**src/rtl/ds1302_pkg.sv**
```systemverilog
// Shared constants for the DS1302 read sequencer: register count, the
// read-command byte for each timekeeping register, and the FSM state type.
package ds1302_pkg;

  localparam int NUM_RD_REGS = 7;

  // Read command bytes for sec, min, hour, date, month, day, year.
  localparam logic [7:0] RD_CMD [NUM_RD_REGS] = '{
    8'h81, 8'h83, 8'h85, 8'h87, 8'h89, 8'h8B, 8'h8D
  };

  typedef enum logic [1:0] {
    ST_IDLE   = 2'd0,
    ST_ISSUE  = 2'd1,
    ST_WAIT   = 2'd2,
    ST_COMMIT = 2'd3
  } state_e;

endpackage

```
**src/rtl/ds1302_poll_timer.sv**
```systemverilog
// Free-running poll timer for the DS1302 sequencer; tick is high for the
// one cycle in which the count sits at POLL_CYCLES-1, then it wraps to 0.
module ds1302_poll_timer #(
  parameter int POLL_CYCLES = 1_000_000
) (
  input  logic sys_clk,
  input  logic rst,
  output logic tick
);

  logic [23:0] cnt_q;
  logic [23:0] cnt_d;

  always_comb begin
    if (cnt_q == 24'(POLL_CYCLES - 1)) begin
      cnt_d = 24'd0;
    end else begin
      cnt_d = cnt_q + 24'd1;
    end
  end

  always_ff @(posedge sys_clk) begin
    if (rst) begin
      cnt_q <= 24'd0;
    end else begin
      cnt_q <= cnt_d;
    end
  end

  assign tick = (cnt_q == 24'(POLL_CYCLES - 1));

endmodule

```
**src/rtl/ds1302_rd_seq.sv**
```systemverilog
// DS1302 read sequencer: sweeps the seven timekeeping registers through the
// single-register reader and commits a coherent BCD snapshot. Optional macro
// DS1302_CH_FLAG_EN exposes the clock-halt bit as rtc_halted and masks sec[7].
module ds1302_rd_seq
  import ds1302_pkg::*;
#(
  parameter int POLL_CYCLES    = 1_000_000,
  parameter int TIMEOUT_CYCLES = 255
) (
  input  logic       sys_clk,
  input  logic       rst,
  input  logic       rd_req,
  output logic       rd_start_flag,
  output logic [7:0] control_data,
  input  logic [7:0] reg_data,
  input  logic       rd_done,
  output logic [7:0] sec,
  output logic [7:0] min,
  output logic [7:0] hour,
  output logic [7:0] date,
  output logic [7:0] month,
  output logic [7:0] day,
  output logic [7:0] year,
  output logic       time_valid,
  output logic       busy,
  output logic       rd_err,
`ifdef DS1302_CH_FLAG_EN
  output logic       rtc_halted,
`endif
  output logic       err_flag
);

  logic tick;

  ds1302_poll_timer #(
    .POLL_CYCLES(POLL_CYCLES)
  ) u_poll_timer (
    .sys_clk(sys_clk),
    .rst    (rst),
    .tick   (tick)
  );

  state_e      state_q, state_d;
  logic [2:0]  idx_q, idx_d;
  logic [15:0] to_cnt_q, to_cnt_d;
  logic [7:0]  shadow_q [NUM_RD_REGS];
  logic [7:0]  shadow_d [NUM_RD_REGS];
  logic [7:0]  time_q   [NUM_RD_REGS];
  logic [7:0]  time_d   [NUM_RD_REGS];
  logic [7:0]  ctrl_q, ctrl_d;
  logic        start_q, start_d;
  logic        tv_q, tv_d;
  logic        rderr_q, rderr_d;
  logic        errf_q, errf_d;
  logic        busy_q, busy_d;
`ifdef DS1302_CH_FLAG_EN
  logic        halted_q, halted_d;
`endif

  always_comb begin
    state_d  = state_q;
    idx_d    = idx_q;
    to_cnt_d = to_cnt_q;
    shadow_d = shadow_q;
    time_d   = time_q;
    tv_d     = 1'b0;
    rderr_d  = 1'b0;
    errf_d   = errf_q;
`ifdef DS1302_CH_FLAG_EN
    halted_d = halted_q;
`endif
    case (state_q)
      ST_IDLE: begin
        if (tick || rd_req) begin
          idx_d   = 3'd0;
          state_d = ST_ISSUE;
        end else begin
          state_d = ST_IDLE;
        end
      end
      ST_ISSUE: begin
        to_cnt_d = 16'd0;
        state_d  = ST_WAIT;
      end
      ST_WAIT: begin
        // A done pulse on the last allowed cycle still counts as success.
        if (rd_done) begin
          shadow_d[idx_q] = reg_data;
          if (idx_q == 3'(NUM_RD_REGS - 1)) begin
            state_d = ST_COMMIT;
          end else begin
            idx_d   = idx_q + 3'd1;
            state_d = ST_ISSUE;
          end
        end else if (to_cnt_q == 16'(TIMEOUT_CYCLES - 1)) begin
          rderr_d = 1'b1;
          errf_d  = 1'b1;
          state_d = ST_IDLE;
        end else begin
          to_cnt_d = to_cnt_q + 16'd1;
        end
      end
      ST_COMMIT: begin
        time_d  = shadow_q;
        tv_d    = 1'b1;
        errf_d  = 1'b0;
`ifdef DS1302_CH_FLAG_EN
        halted_d = shadow_q[0][7];
`endif
        state_d = ST_IDLE;
      end
      default: begin
        state_d = ST_IDLE;
      end
    endcase

    // Start pulse and command byte are registered so they line up with ISSUE.
    start_d = (state_d == ST_ISSUE);
    busy_d  = (state_d != ST_IDLE);
    if (state_d == ST_ISSUE) begin
      ctrl_d = RD_CMD[idx_d];
    end else begin
      ctrl_d = ctrl_q;
    end
  end

  always_ff @(posedge sys_clk) begin
    if (rst) begin
      state_q  <= ST_IDLE;
      idx_q    <= 3'd0;
      to_cnt_q <= 16'd0;
      shadow_q <= '{default: 8'h00};
      time_q   <= '{default: 8'h00};
      ctrl_q   <= 8'h00;
      start_q  <= 1'b0;
      tv_q     <= 1'b0;
      rderr_q  <= 1'b0;
      errf_q   <= 1'b0;
      busy_q   <= 1'b0;
`ifdef DS1302_CH_FLAG_EN
      halted_q <= 1'b0;
`endif
    end else begin
      state_q  <= state_d;
      idx_q    <= idx_d;
      to_cnt_q <= to_cnt_d;
      shadow_q <= shadow_d;
      time_q   <= time_d;
      ctrl_q   <= ctrl_d;
      start_q  <= start_d;
      tv_q     <= tv_d;
      rderr_q  <= rderr_d;
      errf_q   <= errf_d;
      busy_q   <= busy_d;
`ifdef DS1302_CH_FLAG_EN
      halted_q <= halted_d;
`endif
    end
  end

  assign rd_start_flag = start_q;
  assign control_data  = ctrl_q;
  assign time_valid    = tv_q;
  assign rd_err        = rderr_q;
  assign err_flag      = errf_q;
  assign busy          = busy_q;
`ifdef DS1302_CH_FLAG_EN
  assign rtc_halted    = halted_q;
  assign sec           = {1'b0, time_q[0][6:0]};
`else
  assign sec           = time_q[0];
`endif
  assign min   = time_q[1];
  assign hour  = time_q[2];
  assign date  = time_q[3];
  assign month = time_q[4];
  assign day   = time_q[5];
  assign year  = time_q[6];

endmodule

```
**config.mk**
```make
export PLATFORM = sky130hd
export DESIGN_NAME = ds1302_rd_seq
export DESIGN_NICKNAME = d
export VERILOG_FILES = /design/src/rtl/ds1302_pkg.sv /design/src/rtl/ds1302_poll_timer.sv /design/src/rtl/ds1302_rd_seq.sv
export SDC_FILE = /design/constraint.sdc
export NUM_CORES = 1
export LEC_CHECK = 0
export ABC_CLOCK_PERIOD_IN_PS = 2530
export CAP_MARGIN = 10
export CORE_ASPECT_RATIO = 1.25
export CORE_MARGIN = 8
export CORE_UTILIZATION = 50
export CTS_CLUSTER_SIZE = 24
export DETAILED_ROUTE_END_ITERATION = 12
export PLACE_DENSITY_LB_ADDON = 0.2
export SETUP_SLACK_MARGIN = 0.15
export SYNTH_ARGS = -nofsm -noshare
export SYNTH_HDL_FRONTEND = slang
export SYNTH_HIERARCHICAL = 1
export SYNTH_SLANG_ARGS = --single-unit
```
**constraint.sdc**
```tcl
create_clock -name sys_clk -period 2.53 [get_ports sys_clk]
set_clock_uncertainty 0.15 [all_clocks]
set_input_delay 0.3795 -clock sys_clk [delete_from_list [all_inputs] [get_ports sys_clk]]
set_output_delay 0.3795 -clock sys_clk [all_outputs]
set_load 0.02 [all_outputs]
```
**Local utilization**

Drawn at 3 px/um. 12 x 14 tiles, from dark blue (low) to red (high), 0 to 100% covered.
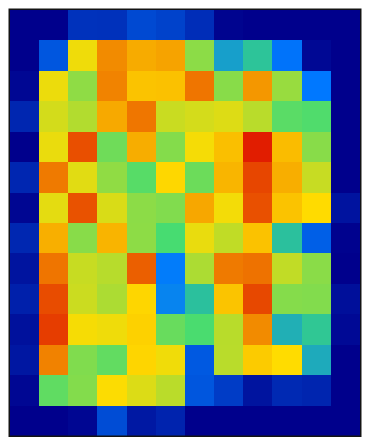
The mean over all tiles is 47%. 19% of the tiles are nearly empty. The fullest tile reaches 97%. The densest ninth of the die: centre. 26% of the tiles are over 75% full.

**Wires at chosen ports, followed through buffers**

Drawn at 2 px/um.
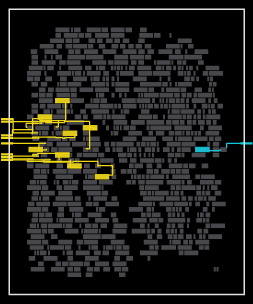
`busy`: drawn in cyan, bits 1, direction output, edge east, end cells 1, buffers 1, wire 16.5 um. `date`: drawn in yellow, bits 8, direction output, edge west, end cells 8, buffers 8, wire 368 um.

**Clock wires, drivers and flops**

Drawn at 3 px/um.
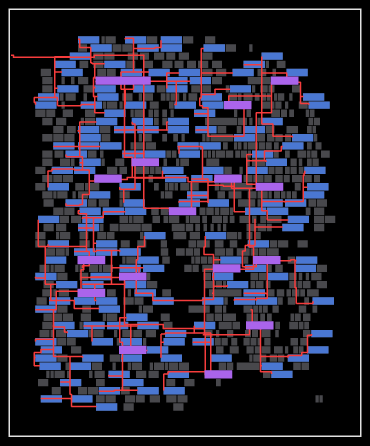
clock-net drivers: drawn in purple, count 17. clock wires: drawn in red, length 1850 um. flip-flops: drawn in blue, count 166.
Position of the flops: spread over the die. There are 18 routed clock nets.

==> flow_summary.json <==
{
  "final_area_um2": 7960,
  "ys_chip_area_um2": 6340,
  "die_h_um": 142,
  "nonClkBufAreaFrac": 0.120,
  "clk-power_uw": 2580,
  "status": "completed",
  "ys_sh_mux": 0.0790,
  "worstMarginPinSlew_ns": 0.643,
  "pwr-share-seq": 0.487,
  "p_seq_uw": 2640,
  "cp_slowest_cell": "dfxtp_1",
  "comb_cell_power_uw": 205,
  "cap_viol_max_count": 0,
  "setup_violations": 0,
  "grt_max_degree": 58,
  "synth_top_flop_cell": "dfxtp_1",
  "cts.repair.resized": 2,
  "largest_register": "shadow_q",
  "synth_top_cell_by_area": "dfxtp_1",
  "clock_sinks": 166,
  "nClkBuffers": 20,
  "drive_above_1_share": 0.101,
  "grt_pass1_wl_mm": 25.2,
  "dp_hpwl_mm": 10.3,
  "mi_logic_area_um2": 2840,
  "yosys_cells": 624,
  "place_area_um2": 7360,
  "path_depth": 8,
  "maxSlewViolCount": 0,
  "cts_buffers": 17,
  "top_cell_area_share": 0.524,
  "nonClockBufferCount": 99,
  "warning_count": 28,
  "largest_reg_flops": 56,
  "critPathMaxStageDelay_ns": 0.40
}
**Congestion heat map**

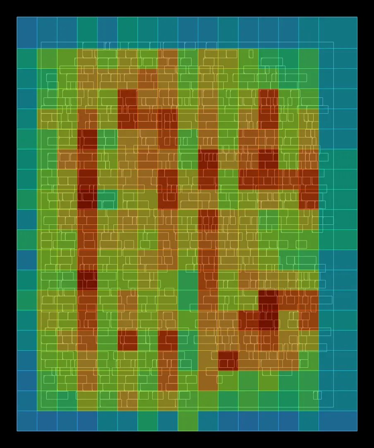
drt wl/cell: 17.4 um
met1 Use GR: 0.232
Core Util, Final: 0.634
Tot GR Track Use: 0.192

**Metal 4**

Drawn at 3 px/um. Supply wires on this layer in grey.
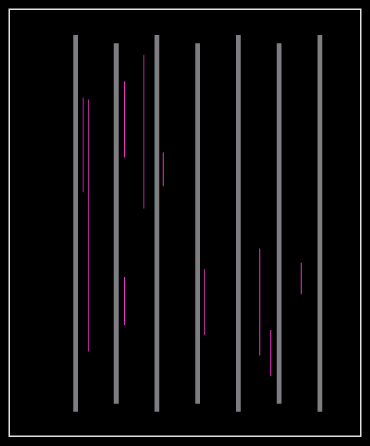
8 nets have wire on it. The longest straight run is 83.6 um. The layer holds 2.0% of the routed length. The layer carries 300 um of wire. The wires run mostly vertical.

Power and IR drop assume default switching activity.
